**config.mk**
```make
export PLATFORM = sky130hd
export DESIGN_NAME = prog_loader
export DESIGN_NICKNAME = d
export VERILOG_FILES = /design/src/rtl/prog_loader.sv
export SDC_FILE = /design/constraint.sdc
export NUM_CORES = 1
export LEC_CHECK = 0
export CORE_ASPECT_RATIO = 1.25
export CORE_MARGIN = 3
export CORE_UTILIZATION = 49
export CTS_BUF_LIST = sky130_fd_sc_hd__clkbuf_2
export DETAILED_ROUTE_END_ITERATION = 8
export GPL_ROUTABILITY_DRIVEN = 0
export PLACE_DENSITY = 0.81
export SLEW_MARGIN = 20
export SYNTH_ARGS = -nofsm -noshare
export SYNTH_HDL_FRONTEND = slang
export SYNTH_SLANG_ARGS = --single-unit
export TNS_END_PERCENT = 5
```
**constraint.sdc**
```tcl
create_clock -name CLK -period 2 [get_ports CLK]
set_input_delay 0.3 -clock CLK [delete_from_list [all_inputs] [get_ports CLK]]
set_output_delay 0.3 -clock CLK [all_outputs]
set_load 0.03 [all_outputs]
```
**src/rtl/prog_loader.sv**
```systemverilog
// prog_loader -- program loader and run sequencer for the SAP-1 computer.
//
// Streams program words from a valid/ready source into the 2^ADDR_W x DATA_W
// program RAM while the CPU is held off the bus. When the load finishes, it
// releases the CPU and waits for the controller's halt line or a reload
// request.
//
// Ports:
//   CLK       system clock, rising edge
//   RST       synchronous active-low reset
//   START     begin a load (honoured in IDLE and RUN only)
//   IN_VALID  stream word present
//   IN_DATA   stream word
//   IN_LAST   final program word (qualified by IN_VALID)
//   IN_READY  loader accepts a word this cycle
//   MEM_WE    RAM write strobe, one cycle per word
//   MEM_ADDR  RAM write address
//   MEM_DATA  RAM write data
//   HLT       halt from the SAP-1 controller
//   CPU_RUN   1 = CPU enabled
//   BUSY      1 while loading (LOAD or WRITE)
//   DONE      one-cycle pulse when a load completes
//   OVF       sticky: RAM filled without IN_LAST
//   WCOUNT    words written in the current/last load
module prog_loader #(
  parameter int ADDR_W = 4,
  parameter int DATA_W = 8
) (
  input  logic              CLK,
  input  logic              RST,
  input  logic              START,
  input  logic              IN_VALID,
  input  logic [DATA_W-1:0] IN_DATA,
  input  logic              IN_LAST,
  output logic              IN_READY,
  output logic              MEM_WE,
  output logic [ADDR_W-1:0] MEM_ADDR,
  output logic [DATA_W-1:0] MEM_DATA,
  input  logic              HLT,
  output logic              CPU_RUN,
  output logic              BUSY,
  output logic              DONE,
  output logic              OVF,
  output logic [ADDR_W:0]   WCOUNT
);

  localparam logic [ADDR_W-1:0] ADDR_TOP   = '1;
  localparam logic [ADDR_W-1:0] ADDR_ONE   = {{(ADDR_W-1){1'b0}}, 1'b1};
  localparam logic [ADDR_W:0]   WCOUNT_MAX = {1'b1, {ADDR_W{1'b0}}};
  localparam logic [ADDR_W:0]   WCOUNT_ONE = {{ADDR_W{1'b0}}, 1'b1};

  typedef enum logic [2:0] {
    S_IDLE,
    S_LOAD,
    S_WRITE,
    S_FINISH,
    S_RUN
  } state_t;

  state_t            state;
  state_t            state_next;
  logic [ADDR_W-1:0] addr;   // address of the word being loaded
  logic              last;   // latched IN_LAST of the word in WRITE
  logic              accept;

  // IN_READY is registered and equals (state == S_LOAD), so this is the
  // handshake without any input-to-output path.
  assign accept = IN_VALID && IN_READY;

  always_comb begin
    state_next = state;
    case (state)
      S_IDLE:   if (START) state_next = S_LOAD;
      S_LOAD:   if (accept) state_next = S_WRITE;
      S_WRITE:  state_next = (last || addr == ADDR_TOP) ? S_FINISH : S_LOAD;
      S_FINISH: state_next = S_RUN;
      S_RUN: begin
        // Halt has priority over a simultaneous reload request.
        if (HLT)        state_next = S_IDLE;
        else if (START) state_next = S_LOAD;
      end
      default:  state_next = S_IDLE;
    endcase
  end

  always_ff @(posedge CLK) begin
    if (!RST) begin
      state    <= S_IDLE;
      addr     <= '0;
      last     <= 1'b0;
      IN_READY <= 1'b0;
      MEM_WE   <= 1'b0;
      MEM_ADDR <= '0;
      MEM_DATA <= '0;
      CPU_RUN  <= 1'b0;
      BUSY     <= 1'b0;
      DONE     <= 1'b0;
      OVF      <= 1'b0;
      WCOUNT   <= '0;
    end else begin
      state <= state_next;

      // Outputs are registered from the next state so they line up with it.
      IN_READY <= (state_next == S_LOAD);
      MEM_WE   <= (state_next == S_WRITE);
      BUSY     <= (state_next == S_LOAD) || (state_next == S_WRITE);
      DONE     <= (state_next == S_FINISH);
      CPU_RUN  <= (state_next == S_RUN);

      // A fresh load (from IDLE or a reload from RUN) restarts everything.
      if ((state == S_IDLE || state == S_RUN) && state_next == S_LOAD) begin
        addr   <= '0;
        WCOUNT <= '0;
        OVF    <= 1'b0;
      end

      if (accept) begin
        MEM_ADDR <= addr;
        MEM_DATA <= IN_DATA;
        last     <= IN_LAST;
      end

      if (state == S_WRITE) begin
        if (WCOUNT != WCOUNT_MAX) WCOUNT <= WCOUNT + WCOUNT_ONE;
        if (!last) begin
          // Top address written without LAST: stop and flag overflow
          // instead of wrapping onto address 0.
          if (addr == ADDR_TOP) OVF <= 1'b1;
          else                  addr <= addr + ADDR_ONE;
        end
      end
    end
  end

endmodule

```
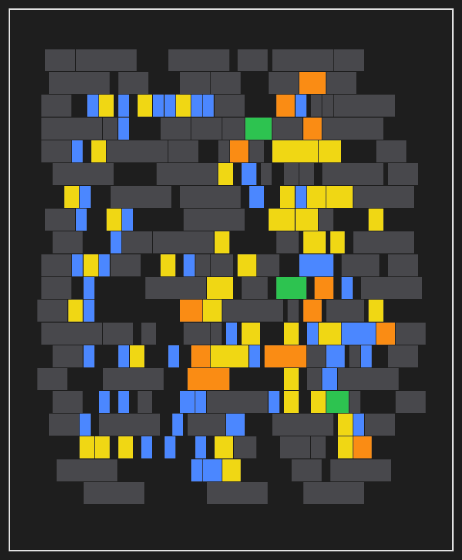
Figure 1: selected gate families.
aoi and oai cells: drawn in yellow, cells 40. and/or cells: drawn in orange, cells 12. non-inverting ao/oa cells: drawn in green, cells 3. nand cells: drawn in blue, cells 47.

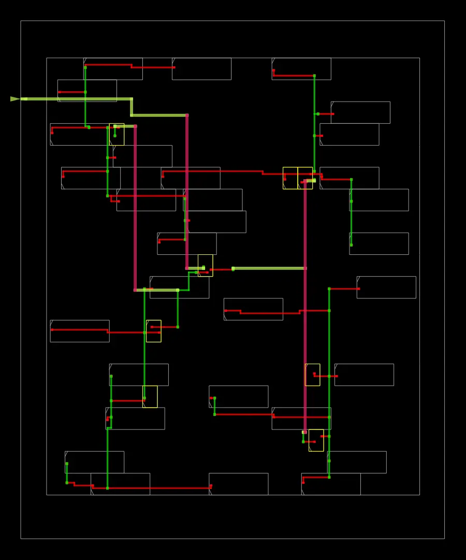
Figure 2: the clock network.
Clk Latency, worst-skew pair: 380 ps
Num CTS Buffers: 5
CTS Sinks: 31

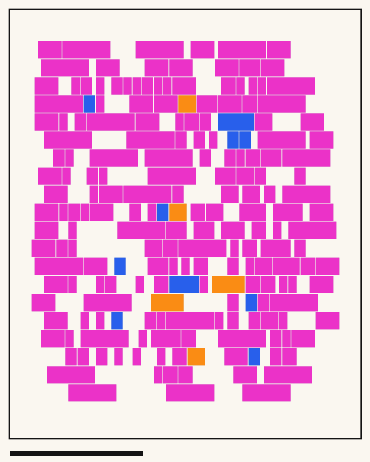
Figure 3: drive-strength map.
Bar = 20 µm.
x3 and x4: drawn in orange, cells 5. x1 and smaller: drawn in magenta, cells 183. x2: drawn in blue, cells 10.
synth-to-layout area growth: 32.2%
Non-clk bufs: 39
fin area: 1770 µm²

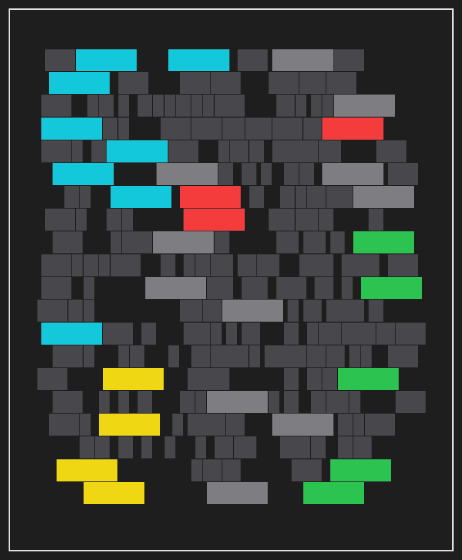
Figure 4: register map, names as in the netlist.
Other sequential cells in the stronger gray, the rest of the logic in the fainter gray.
MEM_DATA: drawn in cyan, placed flops 8. MEM_ADDR: drawn in yellow, placed flops 4, where south-west. state: drawn in red, placed flops 3. WCOUNT: drawn in green, placed flops 5.

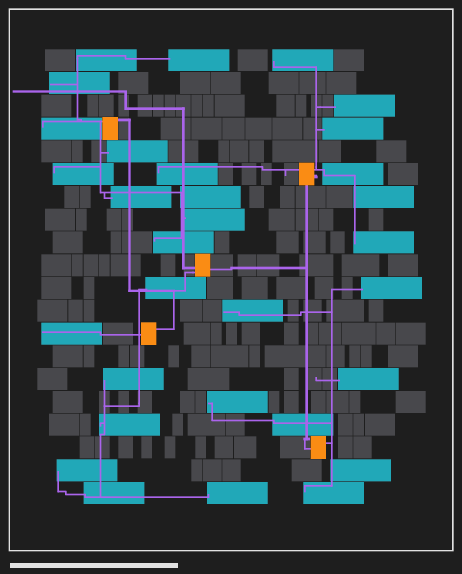
Figure 5: clock network drawn from the DEF.
Bar = 20 µm.
flip-flops: drawn in cyan, count 31. clock wires: drawn in purple, length 394 µm. clock-net drivers: drawn in orange, count 5.
There are 6 routed clock nets. Position of the flops: widely spread.
Power Clock: 0.302 mW
clk_skew: 6.59 ps
Clk network pwr share: 0.274

-- how the worst max path moves through the flow --
stage | startpoint | to | slack (ps) | cells after the start
4_1_cts | WCOUNT[1] | WCOUNT[1] | 170 | 1
2_1_floorplan | last | addr[3] | 470 | 3
6_report | WCOUNT[1] | WCOUNT[1] | 180 | 1
3_3_place_gp | state[1] | addr[3] | 320 | 3
3_5_place_dp | HLT | addr[1] | 270 | 4
5_1_grt | WCOUNT[0] | WCOUNT[0] | 120 | 1
-- cells in the mapped netlist, drive strengths merged (3+ instances only) --
| master | instances |
|---|---|
| dfxtp | 31 |
| clkbuf | 5 |
| o21ai | 5 |
| nand2 | 38 |
| ha | 3 |
| nor2 | 3 |
| inv | 5 |
| o22ai | 4 |
| nand3 | 4 |
| buf | 3 |
| a21oi | 20 |
| and3 | 3 |
-- through the flow --
step,std cells,util,hold slack (ps),setup slack (ps)
after floorplan,159,-,436,475
after global placement,223,0.685,442,321
after detailed placement,223,0.685,450,270
after CTS,231,0.701,430,172
after global routing,231,0.701,429,120
final,231,0.701,450,180
-- final cells by class --
class                   count  area [µm²]  share of cell area
multi-input cells         115         668               0.377
flip-flops and latches     31         621               0.350
repair buffers             39         383               0.216
well taps                  33        41.3              0.0233
clock buffers               5        25.0              0.0141
inverters                   5        18.8              0.0106
clock inverters             3        15.0             0.00847
-- power groups by stage --
stage | registers, mW | clock network [mW] | logic, mW
after detailed placement | 0.661 | 0 | 0.151
after CTS | 0.648 | 0.314 | 0.152
after global routing | 0.650 | 0.339 | 0.165
after floorplan | 0.677 | 0 | 0.0662
after global placement | 0.659 | 0 | 0.148
final | 0.648 | 0.302 | 0.152
-- state kept, by name, indices dropped and copies added, names as in the netlist --
name	flops
BUSY	1
CPU_RUN	1
DONE	1
IN_READY	1
MEM_ADDR	4
MEM_DATA	8
MEM_WE	1
OVF	1
WCOUNT	5
addr	4
last	1
state	3
-- metal layers --
metal	wire length (µm)	up-vias
li1	-	636
met1	1280	577
met2	1670	38
met3	180	7
met4	70	0
met5	0	-
-- logic make-up (layout without fill, tap and decap cells) --
kind of cell | after synthesis | after routing | synth area share
compound gates | 43 | 43 | 0.204
xor+xnor | 1 | 1 | 0.00654
fa+ha+maj | 3 | 3 | 0.0280
buf+inv | 13 | 52 | 0.0383
flops | 31 | 31 | 0.463
simple gates | 68 | 68 | 0.261
==> impl_metrics.env <==
# implementation run metrics
export IMPL_outcome="completed"
export IMPL_reg2reg_setup_slack_ps=230
export IMPL_pwr_share_seq=0.588
export IMPL_synth_seq_cells=31
export IMPL_syn_area_um2=1340
export IMPL_drive_above_1_share=0.0758
export IMPL_nNetsFinal=214
export IMPL_syn_area_per_cell_um2=8.43
export IMPL_ant_nets=0
export IMPL_drcViolationCount=0
export IMPL_netlist_area_leader_share=0.463
export IMPL_finalSetupViolCount=0
export IMPL_ctsHoldBuffers=0
export IMPL_wl_per_cell_um=13.9
export IMPL_synth_seq_share=0.463
export IMPL_ys_chip_area_um2=1340
export IMPL_cp_slowest_cell="clkdlybuf4s50_1"
export IMPL_placed_area_um2=1730
export IMPL_final_hold_viol_count=0
export IMPL_met3_usage=0.0713
export IMPL_max_stage_delay_ps=700
export IMPL_post_cts_buffers=0
export IMPL_hold_depth=3
export IMPL_critical_path_class="reg2out"
export IMPL_tightest_slew_ps=650
export IMPL_use_met2=0.376
export IMPL_crit_path_start_kind="flip-flop"
export IMPL_diodes=0
export IMPL_port_buffers=36
export IMPL_antenna_found_initial=0
export IMPL_power_internal_mw=0.782
Power and IR drop assume default switching activity.
